**Metal 1**

(2 px per um) Supply wires on this layer in gray.
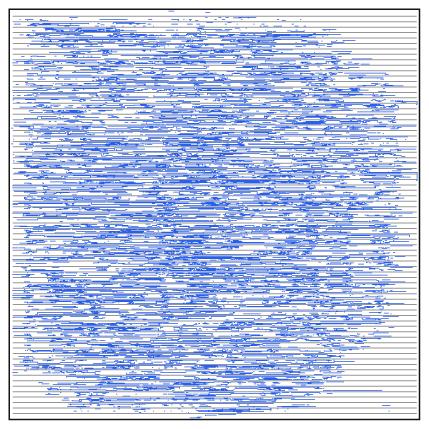
**The metal 2 layer**

(1.5 px per um) Cells faint in the background.
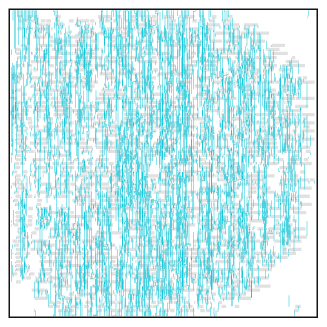
**Met3 routing**

(2 px per um)
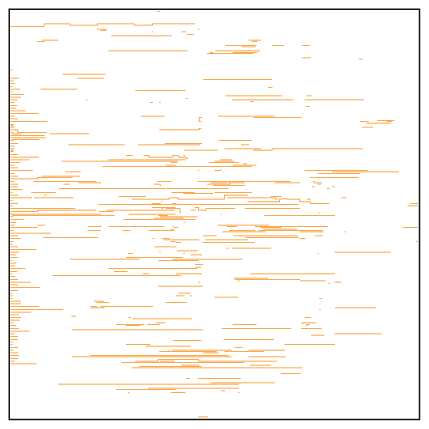
### src/rtl/csr_pkg.sv
// rtl/csr_pkg.sv - CSR addresses, interrupt cause codes, mstatus fields and trap FSM state
package csr_pkg;

  localparam logic [11:0] CSR_MSTATUS   = 12'h300;
  localparam logic [11:0] CSR_MISA      = 12'h301;
  localparam logic [11:0] CSR_MIE       = 12'h304;
  localparam logic [11:0] CSR_MTVEC     = 12'h305;
  localparam logic [11:0] CSR_MSCRATCH  = 12'h340;
  localparam logic [11:0] CSR_MEPC      = 12'h341;
  localparam logic [11:0] CSR_MCAUSE    = 12'h342;
  localparam logic [11:0] CSR_MTVAL     = 12'h343;
  localparam logic [11:0] CSR_MIP       = 12'h344;
  localparam logic [11:0] CSR_MHARTID   = 12'hF14;
  localparam logic [11:0] CSR_MTIMECMP  = 12'h7C0;
  localparam logic [11:0] CSR_MTIMECMPH = 12'h7C1;
  localparam logic [11:0] CSR_MTIME     = 12'hC01;
  localparam logic [11:0] CSR_MTIMEH    = 12'hC81;

  localparam int IRQ_MSI       = 3;
  localparam int IRQ_MTI       = 7;
  localparam int IRQ_MEI       = 11;
  localparam int IRQ_PLAT_BASE = 16;

  localparam int MSTATUS_MIE  = 3;
  localparam int MSTATUS_MPIE = 7;

  // MXL=1 (32-bit), extension I only
  localparam logic [31:0] MISA_VAL = 32'h4000_0100;

  typedef enum logic {ST_IDLE, ST_REDIR} trap_state_e;

  function automatic logic csr_writable(input logic [11:0] a);
    case (a)
      CSR_MSTATUS, CSR_MIE, CSR_MTVEC, CSR_MSCRATCH, CSR_MEPC, CSR_MCAUSE,
      CSR_MTVAL, CSR_MIP, CSR_MTIMECMP, CSR_MTIMECMPH: return 1'b1;
      default: return 1'b0;
    endcase
  endfunction

endpackage

### src/rtl/csr_mtimer.sv
// rtl/csr_mtimer.sv - prescaled 64-bit mtime, mtimecmp and registered MTIP compare
module csr_mtimer #(
  parameter int TIMER_DIV = 1
) (
  input  logic        clk,
  input  logic        rst,
  input  logic        cmp_we_lo,
  input  logic        cmp_we_hi,
  input  logic [31:0] wdata,
  output logic [63:0] mtime,
  output logic [63:0] mtimecmp,
  output logic        mtip
);

  localparam int PW = (TIMER_DIV > 1) ? $clog2(TIMER_DIV) : 1;

  logic [PW-1:0] presc;
  logic          tick;

  assign tick = (presc == PW'(TIMER_DIV - 1));

  always_ff @(posedge clk or posedge rst) begin
    if (rst) begin
      presc    <= '0;
      mtime    <= '0;
      mtimecmp <= '1;
      mtip     <= 1'b0;
    end else begin
      presc <= tick ? '0 : presc + 1'b1;
      if (tick) mtime <= mtime + 64'd1;
      if (cmp_we_lo) mtimecmp[31:0]  <= wdata;
      if (cmp_we_hi) mtimecmp[63:32] <= wdata;
      mtip <= (mtime >= mtimecmp);
    end
  end

endmodule

### src/rtl/csr_trap_ctrl.sv
// rtl/csr_trap_ctrl.sv - M-mode CSR file and trap/redirect controller; CSR_VECTORED_EN enables vectored mtvec
module csr_trap_ctrl
  import csr_pkg::*;
#(
  parameter int               XLEN         = 32,
  parameter int               NUM_PLAT_IRQ = 4,
  parameter int               TIMER_DIV    = 1,
  parameter logic [XLEN-1:0]  RESET_MTVEC  = 32'h0000_0000,
  parameter int               HART_ID      = 0
) (
  input  logic                    clk,
  input  logic                    rst,
  input  logic [11:0]             csr_raddr,
  output logic [XLEN-1:0]         csr_rdata,
  output logic                    csr_illegal,
  input  logic                    csr_we,
  input  logic [11:0]             csr_waddr,
  input  logic [XLEN-1:0]         csr_wdata,
  input  logic                    exc_valid,
  input  logic [XLEN-1:0]         exc_cause,
  input  logic [XLEN-1:0]         exc_tval,
  input  logic [XLEN-1:0]         exc_pc,
  input  logic [XLEN-1:0]         int_pc,
  input  logic                    mret_valid,
  input  logic                    int_block,
  input  logic                    meip,
  input  logic [NUM_PLAT_IRQ-1:0] plat_irq,
  output logic                    redir_valid,
  output logic [XLEN-1:0]         redir_pc,
  input  logic                    redir_ready
);

  localparam logic [31:0] MIE_MASK = 32'h0000_0888 | (((32'd1 << NUM_PLAT_IRQ) - 32'd1) << IRQ_PLAT_BASE);

  trap_state_e             state;
  logic                    st_mie, st_mpie, msip, meip_q;
  logic [NUM_PLAT_IRQ-1:0] plat_q;
  logic [31:0]             mie_r, mscratch, mcause_r, mtval_r;
  logic [31:2]             mepc_r, mtvec_base;
  logic                    mtvec_mode;
  logic [63:0]             mtime, mtimecmp;
  logic                    mtip;

  logic [31:0] mstatus_rd, mip_rd, mtvec_rd, pending, base, int_target;
  logic [4:0]  int_code;
  logic        int_hit, rd_impl, exc_take, int_take, mret_take, wr_ok;

  assign mstatus_rd = {19'b0, 2'b11, 3'b0, st_mpie, 3'b0, st_mie, 3'b0};
  assign base       = {mtvec_base, 2'b00};

`ifdef CSR_VECTORED_EN
  assign mtvec_rd   = {mtvec_base, 1'b0, mtvec_mode};
  assign int_target = mtvec_mode ? base + {25'b0, int_code, 2'b00} : base;
`else
  assign mtvec_rd   = base;
  assign int_target = base;
`endif

  always_comb begin
    mip_rd = '0;
    mip_rd[IRQ_MSI] = msip;
    mip_rd[IRQ_MTI] = mtip;
    mip_rd[IRQ_MEI] = meip_q;
    mip_rd[IRQ_PLAT_BASE +: NUM_PLAT_IRQ] = plat_q;
  end

  assign pending = mip_rd & mie_r & {32{st_mie}};

  // Later assignments win, so the highest-priority source is written last
  always_comb begin
    int_hit  = 1'b0;
    int_code = 5'd0;
    for (int i = NUM_PLAT_IRQ - 1; i >= 0; i--) begin
      if (pending[IRQ_PLAT_BASE + i]) begin
        int_hit  = 1'b1;
        int_code = 5'(IRQ_PLAT_BASE + i);
      end
    end
    if (pending[IRQ_MTI]) begin int_hit = 1'b1; int_code = 5'(IRQ_MTI); end
    if (pending[IRQ_MSI]) begin int_hit = 1'b1; int_code = 5'(IRQ_MSI); end
    if (pending[IRQ_MEI]) begin int_hit = 1'b1; int_code = 5'(IRQ_MEI); end
  end

  assign exc_take  = (state == ST_IDLE) && exc_valid;
  assign int_take  = (state == ST_IDLE) && int_hit && !int_block;
  assign mret_take = (state == ST_IDLE) && mret_valid;
  assign wr_ok     = csr_we && csr_writable(csr_waddr) && !(exc_take || int_take || mret_take);

  always_comb begin
    csr_rdata = '0;
    rd_impl   = 1'b1;
    case (csr_raddr)
      CSR_MSTATUS:   csr_rdata = mstatus_rd;
      CSR_MISA:      csr_rdata = MISA_VAL;
      CSR_MIE:       csr_rdata = mie_r;
      CSR_MTVEC:     csr_rdata = mtvec_rd;
      CSR_MSCRATCH:  csr_rdata = mscratch;
      CSR_MEPC:      csr_rdata = {mepc_r, 2'b00};
      CSR_MCAUSE:    csr_rdata = mcause_r;
      CSR_MTVAL:     csr_rdata = mtval_r;
      CSR_MIP:       csr_rdata = mip_rd;
      CSR_MHARTID:   csr_rdata = 32'(HART_ID);
      CSR_MTIMECMP:  csr_rdata = mtimecmp[31:0];
      CSR_MTIMECMPH: csr_rdata = mtimecmp[63:32];
      CSR_MTIME:     csr_rdata = mtime[31:0];
      CSR_MTIMEH:    csr_rdata = mtime[63:32];
      default:       rd_impl   = 1'b0;
    endcase
  end

  assign csr_illegal = !rd_impl || (csr_we && !csr_writable(csr_waddr));

  csr_mtimer #(.TIMER_DIV(TIMER_DIV)) u_mtimer (
    .clk       (clk),
    .rst       (rst),
    .cmp_we_lo (wr_ok && csr_waddr == CSR_MTIMECMP),
    .cmp_we_hi (wr_ok && csr_waddr == CSR_MTIMECMPH),
    .wdata     (csr_wdata),
    .mtime     (mtime),
    .mtimecmp  (mtimecmp),
    .mtip      (mtip)
  );

  always_ff @(posedge clk or posedge rst) begin
    if (rst) begin
      state       <= ST_IDLE;
      st_mie      <= 1'b0;
      st_mpie     <= 1'b0;
      msip        <= 1'b0;
      meip_q      <= 1'b0;
      plat_q      <= '0;
      mie_r       <= '0;
      mtvec_base  <= RESET_MTVEC[31:2];
`ifdef CSR_VECTORED_EN
      mtvec_mode  <= RESET_MTVEC[0];
`else
      mtvec_mode  <= 1'b0;
`endif
      mscratch    <= '0;
      mepc_r      <= '0;
      mcause_r    <= '0;
      mtval_r     <= '0;
      redir_valid <= 1'b0;
      redir_pc    <= '0;
    end else begin
      meip_q <= meip;
      plat_q <= plat_irq;
      if (wr_ok) begin
        case (csr_waddr)
          CSR_MSTATUS: begin
            st_mie  <= csr_wdata[MSTATUS_MIE];
            st_mpie <= csr_wdata[MSTATUS_MPIE];
          end
          CSR_MIE:      mie_r    <= csr_wdata & MIE_MASK;
          CSR_MTVEC: begin
            mtvec_base <= csr_wdata[31:2];
`ifdef CSR_VECTORED_EN
            mtvec_mode <= csr_wdata[0];
`endif
          end
          CSR_MSCRATCH: mscratch <= csr_wdata;
          CSR_MEPC:     mepc_r   <= csr_wdata[31:2];
          CSR_MCAUSE:   mcause_r <= csr_wdata;
          CSR_MTVAL:    mtval_r  <= csr_wdata;
          CSR_MIP:      msip     <= csr_wdata[IRQ_MSI];
          default: ;
        endcase
      end
      case (state)
        ST_IDLE: begin
          if (exc_take || int_take) begin
            st_mpie     <= st_mie;
            st_mie      <= 1'b0;
            state       <= ST_REDIR;
            redir_valid <= 1'b1;
            if (exc_take) begin
              mepc_r   <= exc_pc[31:2];
              mcause_r <= exc_cause;
              mtval_r  <= exc_tval;
              redir_pc <= base;
            end else begin
              mepc_r   <= int_pc[31:2];
              mcause_r <= {1'b1, 26'b0, int_code};
              mtval_r  <= '0;
              redir_pc <= int_target;
            end
          end else if (mret_take) begin
            st_mie      <= st_mpie;
            st_mpie     <= 1'b1;
            state       <= ST_REDIR;
            redir_valid <= 1'b1;
            redir_pc    <= {mepc_r, 2'b00};
          end
        end
        ST_REDIR: begin
          if (redir_ready) begin
            state       <= ST_IDLE;
            redir_valid <= 1'b0;
          end
        end
        default: state <= ST_IDLE;
      endcase
    end
  end

endmodule

### config.mk
export PLATFORM = sky130hd
export DESIGN_NAME = csr_trap_ctrl
export DESIGN_NICKNAME = d
export VERILOG_FILES = /design/src/rtl/csr_pkg.sv /design/src/rtl/csr_mtimer.sv /design/src/rtl/csr_trap_ctrl.sv
export SDC_FILE = /design/constraint.sdc
export NUM_CORES = 1
export LEC_CHECK = 0
export ABC_CLOCK_PERIOD_IN_PS = 12200
export CAP_MARGIN = 0
export CORE_UTILIZATION = 45
export DETAILED_ROUTE_END_ITERATION = 7
export PLACE_DENSITY_LB_ADDON = 0.08
export SYNTH_ARGS = -nofsm -noshare
export SYNTH_HDL_FRONTEND = slang
export SYNTH_SLANG_ARGS = --single-unit
### constraint.sdc
create_clock -name clk -period 12.2 [get_ports clk]
set_input_delay 2.44 -clock clk [delete_from_list [all_inputs] [get_ports clk]]
set_output_delay 2.44 -clock clk [all_outputs]
set_load 0.05 [all_outputs]
==> summary.txt <==
yosys + openroad results -> status=finished clean, Setup-failing EPs final=0, Die Size=approximately 42000 um2, Top Family by Delay on Critical Path=buffers and inverters, DRC errors left=0, floorplan core density=46.0%, Hold WS=491 ps, ys flop type=dfrtp_1, Layout Utilization=56.9%, HP Class=reg -> reg, WP buf/inv=4, total power draw=3.06 mW, Die Width=a little over 200 um, DRT iter0 DRCs=about 1300, Final Critical Period=8980 ps, vias per std cell=5.87, Post-synth EDFFs=0, Clock Path Buffers=3, CP Cell Sequence=buf_2 -> buf_4 -> nor4_1 -> buf_4 -> and3_1 -> a222oi_1 -> nand3_1 -> clkdlybuf4s50_1, Seq/Total Area, Yosys=between 40% and 50%, IO Pins=262, Clock Sinks=332, Yosys warnings=0, Cell variety after synth=65, Yosys Chip Area=18400 um2, global-route wire length before repair=93800 um, most frequent cells in the layout=dfrtp_1, nand2_1, clkdlybuf4s50_1, Worst EP arrival=between 6000 and 7000 ps, share of cells above drive strength 1=13.8%, Peak VDD IR=around 0.00010 V, crit-path max cell delay=approximately 840 ps, Leak=~10 nW, worst endpoint required time=approximately 10000 ps, RSZ-0062 raised after global routing=false, TritonCTS Buffers=39, total gr overflow=0, Setup TNS Final=0 ps, Critical Path End Type=primary output, startpoint types=input port, Simple Share, Synth=14.2%, final period utilization=73.6%, antenna-violating nets left=0, Max Slew Vio Count=0, syn_area_per_cell=10.0 um2, clk latency late pin=between 500 and 600 ps, yosys stat cell total=1842, Peak Freq=111 MHz, row count=73, Adder Share, Synth=4.41%, Post-synth ARST share=100%, Max Cap Violations=0, number of I/O port buffers=255, Mapped Area=18400 um2, largest non-sequential cell family by area=multiplexers, synthesis-to-finish area growth=23.7%, CP dominant cell by count=buf_4, mux share=17.1%, Yosys top cell by area=dfrtp_1, Commonest Layout Cell=dfrtp_1, Slowest cell on crit path=a222oi_1, GPL Wtd Cong=0.909, Largest cells by area=dfrtp_1, mux2i_1, dfstp_2, mux2_2, nand2_1, Hold Vio Cnt, Final=0, root buffer cell=clkbuf_16, Nets=2324, # hold bufs at CTS=0, GR Util All Layers=30.0%, Top cell area share=roughly 36%, Worst Path Max Fanout=33, DP Wirelength=roughly 45000 um, Setup Crit Path Kind=in -> out, DR WL/cell=23.6 um, CORE AREA=about 40000 um2, DRT Pass-1 Iters=5, post-CTS setup buffers=0, largest net degree at the start of global routing=114, Resized Gates After CTS=0, number of global-route vias before repair=15300, Log Warnings=32, Cells after Synth=1842, Synth Register Bits=332, TritonCTS clock tree=yes
-- 'metal 1' (at the start) --
The wires run mostly horizontal. The layer holds 46% of the routed length. The longest straight run is 69.5 um. The layer carries 28.7 mm of wire. 2114 nets have wire on it.
Post-Route WL: 61900 um
vias: 15400
M1 GR Usage: 43.9%

-- 'the metal 2 layer' (at the start) --
The layer holds 43% of the routed length. The longest straight run is 64.9 um. 1935 nets have wire on it. The layer carries 26.9 mm of wire. The wires run mostly vertical.
M2 GR Usage: 44.5%

-- 'met3 routing' (at the start) --
The longest straight run is 99.8 um. The layer holds 7.9% of the routed length. The wires run mostly horizontal. The layer carries 4870 um of wire. 275 nets have wire on it.
M3 GR Usage: 6.43%

## state kept, by name, indices dropped and copies added, names as in the netlist
register and cells:
mcause_r 32, meip_q 1, mepc_r 30, mie_r 7, mscratch 32, msip 1, mtval_r 32, mtvec_base 30
plat_q 4, redir_pc 30, redir_valid 1, st_mie 1, st_mpie 1, state 1, u_mtimer.mtime 64, u_mtimer.mtimecmp 64
u_mtimer.mtip 1
## through the flow
step	setup slack (ps)	instances	cell area, um2
6_report	3220	2619	22800
5_1_grt	3060	2619	22800
4_1_cts	3300	2618	22800
3_5_place_dp	3300	2547	21400
3_3_place_gp	3330	2547	21400
2_1_floorplan	669	1843	18400
## cell type report
cell class                 count  area [um2]
sequential                   332        8390
fill                        3607       17300
timing repair buffer         281        2740
clock buffer                  54        1150
inverter                      79         304
clock inverter                17         228
multi-input combinational   1330        9340
antenna                        1        2.50
tap                          525         657
## report_power, final
| group | internal, mW | switching (mW) | leakage, nW |
|---|---|---|---|
| Combinational | 0.203 | 0.316 | 5.56 |
| Sequential | 1.21 | 0.0849 | 4.13 |
| Clock | 0.768 | 0.479 | 0.687 |
## worst register-to-register path, stage by stage (launching register included)
cell	delay [ps]
dfrtp_1	390
a22oi_1	240
a31o_2	290
a31o_2	480
buf_4	500
and4_2	1150
nand2_1	190
o21ai_0	120
## synthesized netlist by cell type, types with 31 or more instances
master	number
o21ai_0	126
ha_1	65
nand4_1	31
mux2i_1	198
inv_1	79
clkbuf_1	60
mux2_2	104
xnor2_1	36
nand3_1	53
a21oi_1	99
and3_1	46
nor2_1	83
dfstp_2	64
dfrtp_1	268
nand2_1	257
## final timing paths
path	start	to	slack [ps]	cells past startpoint
worst max-delay path	csr_raddr[0]	csr_rdata[19]	3220	8
worst min-delay path	redir_pc[5]$_DFFE_PP0P_	redir_pc[5]$_DFFE_PP0P_	490	2
worst max register to register	mie_r[19]$_DFFE_PP0P_	u_mtimer.mtimecmp[44]$_DFFE_PP1P_	8740	7
worst min register to register	redir_pc[5]$_DFFE_PP0P_	redir_pc[5]$_DFFE_PP0P_	490	2
max in group asynchronous	rst	mscratch[11]$_DFFE_PP0P_	8110	3
min in group asynchronous	rst	mscratch[1]$_DFFE_PP0P_	2480	2
## logic make-up (layout without fill, tap and decap cells)
kind of cell    Yosys count  after routing
buf+inv                 181            431
other cells               1              3
fa+ha+maj                65             65
simple gates            544            544
compound gates          355            355
mux                     302            302
xor+xnor                 62             62
flops                   332            332
## layer usage
metal / global-route usage, % / vias up / share of wire (%) / wire, um
met3: 6.43 / 89 / 7.9 / 4870
met2: 44.5 / 575 / 43 / 26900
met1: 43.9 / 7680 / 46 / 28700
li1: - / 7040 / - / -
met5: 0 / - / 0.018 / 11
met4: 8.24 / 2 / 2.4 / 1490
Power and IR drop assume default switching activity.
